Figure 1. Sequential cells grouped by signal name.
Scale bar: 50 um. Other sequential cells in the stronger gray, the rest of the logic in the fainter gray.
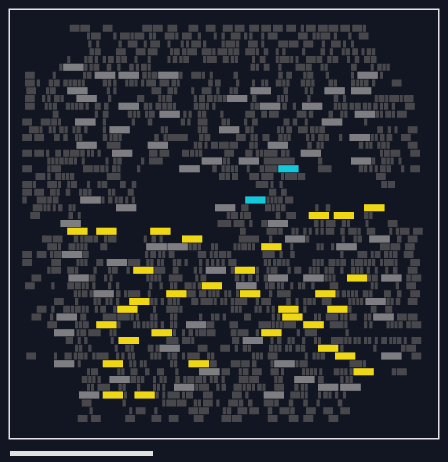
Figure 2. M1 wires.
Scale bar: 50 um. Supply wires on this layer in gray.
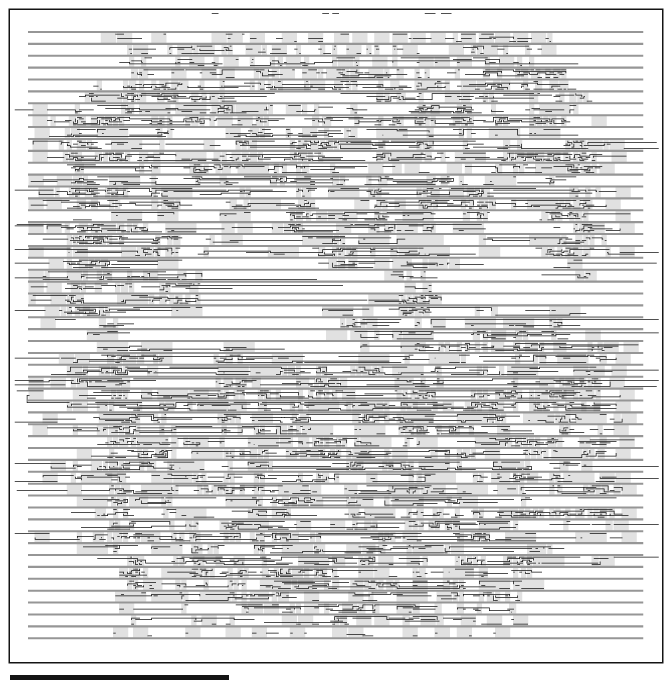
Figure 3. Nets reached from selected ports.
Scale bar: 50 um.
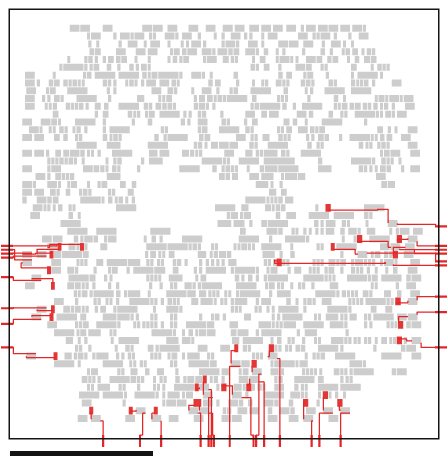
Figure 4. Routing congestion map.
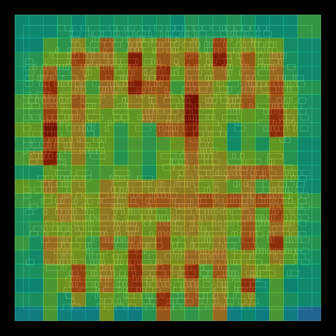
Figure 5. Routed metal, one color a layer.
Only two layers are drawn.
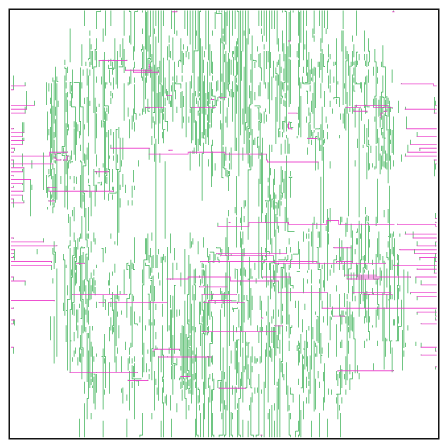
### config.mk
export PLATFORM = sky130hd
export DESIGN_NAME = imem_ctrl
export DESIGN_NICKNAME = d
export VERILOG_FILES = /design/src/rtl/imem_ctrl_pkg.sv /design/src/rtl/imem_line_buf.sv /design/src/rtl/imem_ctrl.sv
export SDC_FILE = /design/constraint.sdc
export NUM_CORES = 1
export LEC_CHECK = 0
export ABC_AREA = 1
export CAP_MARGIN = 20
export CORE_MARGIN = 4
export CORE_UTILIZATION = 35
export CTS_BUF_LIST = sky130_fd_sc_hd__clkbuf_8
export DETAILED_ROUTE_END_ITERATION = 8
export PLACE_DENSITY_LB_ADDON = 0.2
export SLEW_MARGIN = 40
export SYNTH_ARGS = -nofsm -noshare
export SYNTH_HDL_FRONTEND = slang
export SYNTH_HIERARCHICAL = 1
export SYNTH_SLANG_ARGS = --single-unit
### constraint.sdc
create_clock -name cpu_clk -period 5.3 [get_ports cpu_clk]
set_clock_uncertainty 0.05 [all_clocks]
set_input_delay 0.795 -clock cpu_clk [delete_from_list [all_inputs] [get_ports cpu_clk]]
set_output_delay 0.795 -clock cpu_clk [all_outputs]
set_load 0.01 [all_outputs]
### src/rtl/imem_ctrl_pkg.sv
// imem_ctrl_pkg: shared FSM encoding and default configuration for the instruction-memory responder
package imem_ctrl_pkg;
   localparam int          DEF_ADDR_WIDTH     = 32;
   localparam int          DEF_INSTR_WIDTH    = 32;
   localparam bit          DEF_HAS_ITCM       = 1'b1;
   localparam logic [31:0] DEF_ITCM_BASE      = 32'h0000_0000;
   localparam int          DEF_ITCM_SIZE_LOG2 = 16;
   typedef enum logic [1:0] {IDLE, ITCM_RD, BUS_REQ, BUS_WAIT} imem_state_e;
endpackage

### src/rtl/imem_line_buf.sv
// imem_line_buf: single tagged instruction entry with fill, invalidate and lookup
module imem_line_buf
   import imem_ctrl_pkg::*;
#(
   parameter int ADDR_WIDTH  = DEF_ADDR_WIDTH,
   parameter int INSTR_WIDTH = DEF_INSTR_WIDTH
) (
   input  logic                   clk,
   input  logic                   rst,
   input  logic                   inv,
   input  logic                   fill,
   input  logic [ADDR_WIDTH-1:0]  fill_tag,
   input  logic [INSTR_WIDTH-1:0] fill_data,
   input  logic                   fill_err,
   input  logic [ADDR_WIDTH-1:0]  pc,
   output logic                   hit,
   output logic [INSTR_WIDTH-1:0] data,
   output logic                   err
);
   logic                  buf_v;
   logic [ADDR_WIDTH-1:0] buf_tag;

   // invalidate wins over fill; the controller never fills while invalidating
   always_ff @(posedge clk) begin
      if (rst) begin
         buf_v   <= 1'b0;
         buf_tag <= '0;
         data    <= '0;
         err     <= 1'b0;
      end else if (inv) begin
         buf_v <= 1'b0;
      end else if (fill) begin
         buf_v   <= 1'b1;
         buf_tag <= fill_tag;
         data    <= fill_data;
         err     <= fill_err;
      end
   end

   assign hit = buf_v && buf_tag == pc;
endmodule

### src/rtl/imem_ctrl.sv
// imem_ctrl: IF-stage responder serving ITCM or the instruction bus behind a 1-entry buffer
module imem_ctrl
   import imem_ctrl_pkg::*;
#(
   parameter int                    ADDR_WIDTH     = DEF_ADDR_WIDTH,
   parameter int                    INSTR_WIDTH    = DEF_INSTR_WIDTH,
   parameter bit                    HAS_ITCM       = DEF_HAS_ITCM,
   parameter logic [ADDR_WIDTH-1:0] ITCM_BASE      = DEF_ITCM_BASE,
   parameter int                    ITCM_SIZE_LOG2 = DEF_ITCM_SIZE_LOG2
) (
   input  logic                      cpu_clk,
   input  logic                      cpu_rst,
   input  logic [ADDR_WIDTH-1:0]     pc,
   input  logic                      imem_inv,
   output logic                      instr_read_data_valid,
   output logic [INSTR_WIDTH-1:0]    instr_read_data,
   output logic                      instr_fetch_err,
   output logic                      itcm_cs,
   output logic [ITCM_SIZE_LOG2-3:0] itcm_addr,
   input  logic [INSTR_WIDTH-1:0]    itcm_rdata,
   output logic                      ibus_req,
   output logic [ADDR_WIDTH-1:0]     ibus_addr,
   input  logic                      ibus_gnt,
   input  logic                      ibus_rvalid,
   input  logic [INSTR_WIDTH-1:0]    ibus_rdata,
   input  logic                      ibus_err
);
   imem_state_e             state, nxt;
   logic [ADDR_WIDTH-1:0]   req_tag;
   logic                    drop, load, fill, hit, buf_err, fill_err, keep, fwd, in_itcm, misal;
   logic [INSTR_WIDTH-1:0]  buf_data, fill_data;

   assign in_itcm   = HAS_ITCM && pc[ADDR_WIDTH-1:ITCM_SIZE_LOG2] == ITCM_BASE[ADDR_WIDTH-1:ITCM_SIZE_LOG2];
   assign misal     = |pc[1:0];
   assign keep      = !drop && !imem_inv;
   assign fwd       = keep && req_tag == pc;
   assign fill_err  = state == BUS_WAIT && ibus_err;
   assign fill_data = state == BUS_WAIT ? (ibus_err ? '0 : ibus_rdata) : itcm_rdata;

   imem_line_buf #(.ADDR_WIDTH(ADDR_WIDTH), .INSTR_WIDTH(INSTR_WIDTH)) u_buf (
      .clk       (cpu_clk),
      .rst       (cpu_rst),
      .inv       (imem_inv),
      .fill      (fill),
      .fill_tag  (req_tag),
      .fill_data (fill_data),
      .fill_err  (fill_err),
      .pc        (pc),
      .hit       (hit),
      .data      (buf_data),
      .err       (buf_err)
   );

   // state, captured request tag and the drop flag for invalidated in-flight responses
   always_ff @(posedge cpu_clk) begin
      if (cpu_rst) begin
         state   <= IDLE;
         req_tag <= '0;
         drop    <= 1'b0;
      end else begin
         state   <= nxt;
         req_tag <= load ? pc : req_tag;
         drop    <= nxt != IDLE && (drop || (imem_inv && state != IDLE));
      end
   end

   // next state, memory strobes and response/bypass muxing; reset forces every output low
   always_comb begin
      nxt                   = state;
      load                  = 1'b0;
      fill                  = 1'b0;
      instr_read_data_valid = 1'b0;
      instr_read_data       = '0;
      instr_fetch_err       = 1'b0;
      itcm_cs               = 1'b0;
      itcm_addr             = '0;
      ibus_req              = 1'b0;
      ibus_addr             = '0;
      case (state)
         IDLE: begin
            if (hit && !imem_inv) begin
               instr_read_data_valid = 1'b1;
               instr_read_data       = buf_data;
               instr_fetch_err       = buf_err;
            end else if (!misal && in_itcm) begin
               itcm_cs   = 1'b1;
               itcm_addr = pc[ITCM_SIZE_LOG2-1:2];
               load      = 1'b1;
               nxt       = ITCM_RD;
            end else if (!misal) begin
               ibus_req  = 1'b1;
               ibus_addr = pc;
               load      = 1'b1;
               nxt       = ibus_gnt ? BUS_WAIT : BUS_REQ;
            end
         end
         ITCM_RD: begin
            fill                  = keep;
            instr_read_data_valid = fwd;
            instr_read_data       = fwd ? itcm_rdata : '0;
            nxt                   = IDLE;
         end
         BUS_REQ: begin
            ibus_req  = 1'b1;
            ibus_addr = req_tag;
            nxt       = ibus_gnt ? BUS_WAIT : BUS_REQ;
         end
         BUS_WAIT: begin
            if (ibus_rvalid) begin
               fill                  = keep;
               instr_read_data_valid = fwd;
               instr_fetch_err       = fwd && ibus_err;
               instr_read_data       = (fwd && !ibus_err) ? ibus_rdata : '0;
               nxt                   = IDLE;
            end
         end
         default: nxt = IDLE;
      endcase
      if (cpu_rst) begin
         load                  = 1'b0;
         fill                  = 1'b0;
         instr_read_data_valid = 1'b0;
         instr_read_data       = '0;
         instr_fetch_err       = 1'b0;
         itcm_cs               = 1'b0;
         itcm_addr             = '0;
         ibus_req              = 1'b0;
         ibus_addr             = '0;
      end
   end
endmodule

==> deck_impl_summary.md <==
Flow Results at a Glance

Detailed routing
  • M1 wire length: 11000 um
  • Drt via density: 4.94
  • Met2 wire length: 10700 um
  • Wire length on met3: 1200 um
  • Top Layer Used: met4

Placement
  • Cell Area, Placed: 8930 um^2
  • Pre-CTS setup slack: 0.440 ns
  • Cells after DPL: 1552

Global routing
  • Met3 usage: 0.0386
  • GR peak layer: met2
  • Initial antenna violation count: 0
  • First-pass GRT wire length: 37000 um
  • Gr ovfl total: 0

Yosys
  • YS warnings: 6
  • Biggest area cells: dfxtp_1 29%, nand2_1 20%, inv_1 8.4%
  • Synth Area in Adders: 0.00717
  • Yosys simple share: 0.367
  • Mapped cell area: 6980 um^2
  • Main flop type: dfxtp_1
  • Commonest cells in the netlist: 365 x nand2_1, 157 x inv_1, 108 x nor2_1
  • Syn nets: 1266
  • Synth Area per Inst: 6.01 um^2
  • Async SR Flop Fraction: 0

Die
  • # rows: 51

Power and ir drop
  • Top Consumer: sequential cells
  • Sequential group share of total power: 0.437
  • P_seq: 868 uW
  • Max VDD drop: 133 uV
  • Logic power comb: 612 uW

Setup path
  • Cell mode on critical path: nor2_1
  • Worst Reg-to-Reg Cells: 10
  • CP Cell Sequence: clkdlybuf4s50_1 > inv_1 > o21ai_0 > nor2_1 > nand2_1 > nor2_1 > nand3_1 > nor2_1 > inv_1 > nor2_1 > inv_2 > nand2_1 > nor2_2 > nand2_1 > buf_4 > nor3_1 > clkdlybuf4s50_1
  • CP Data Arrival Time: 3.99 ns
  • RR Startpoint: state[1]
  • CP max stage cell: clkdlybuf4s50_1
  • WP data required: 4.45 ns
  • Endpoint class of the critical path: output pin
  • Bufs and invs on worst path: 6
  • R2R setup slack: 2.53 ns

Clock network
  • Clock root buffer: clkbuf_8
  • CTS tree: done
  • CTS Hold Bufs: 0
  • Max H-tree Level: 3
  • CTS resizes: 0

Cells and area
  • Leading cell kind: combinational gates
  • Diode count: 0
  • Final cell count without fillers: 1567
  • Comb area share: 0.429
  • Logic area: 3910 um^2
  • Inverter count: 175
  • # nets final: 1404
  • Fraction of area in registers: 0.222
  • Commonest Layout Cell: nand2_1
  • Buffering overhead: 0.219
  • Number of logic gates: 808
  • Flop area: 2020 um^2
  • Clock buffers: 10
  • Biggest regs: req_tag (32), u_buf/buf_tag (32), u_buf/data (32)

Final timing
  • Worst slew margin: 0.519
  • Total negative slack: 0 ns
  • Minimum clock period: 4.83 ns
  • Least-Margin Pin Slew: 0.721 ns

Hold path
  • Worst-case hold path end point: u_buf/data[15]

Run status
  • Status: completed
-- Figure 1 (at the start) --
Key: u_buf/buf_tag = yellow [flops 32]; state = cyan [flops 2]

-- Figure 2 (at the start) --
The longest straight run is 52.0 um. The layer holds 48% of the routed length. The layer carries 11000 um of wire.
routed via count: 7745
routing usage on met1: 0.280
routed wire length: 23100 um

-- Figure 3 (at the start) --
Key: ibus_addr = red [bits 32, direction output, edge 15 bottom, 9 right, 8 left, end cells 32, buffers 32, wire 674 um]

-- Figure 4 (at the start) --
met2 usage: 0.336
per-cell routed wire length: 14.8 um

-- Figure 5 (at the start) --
Key: metal 2 = green [wire length 10700 um]; metal 3 = magenta [wire length 1200 um]

Power figures rest on the tool's default switching activity, not on a simulated workload.
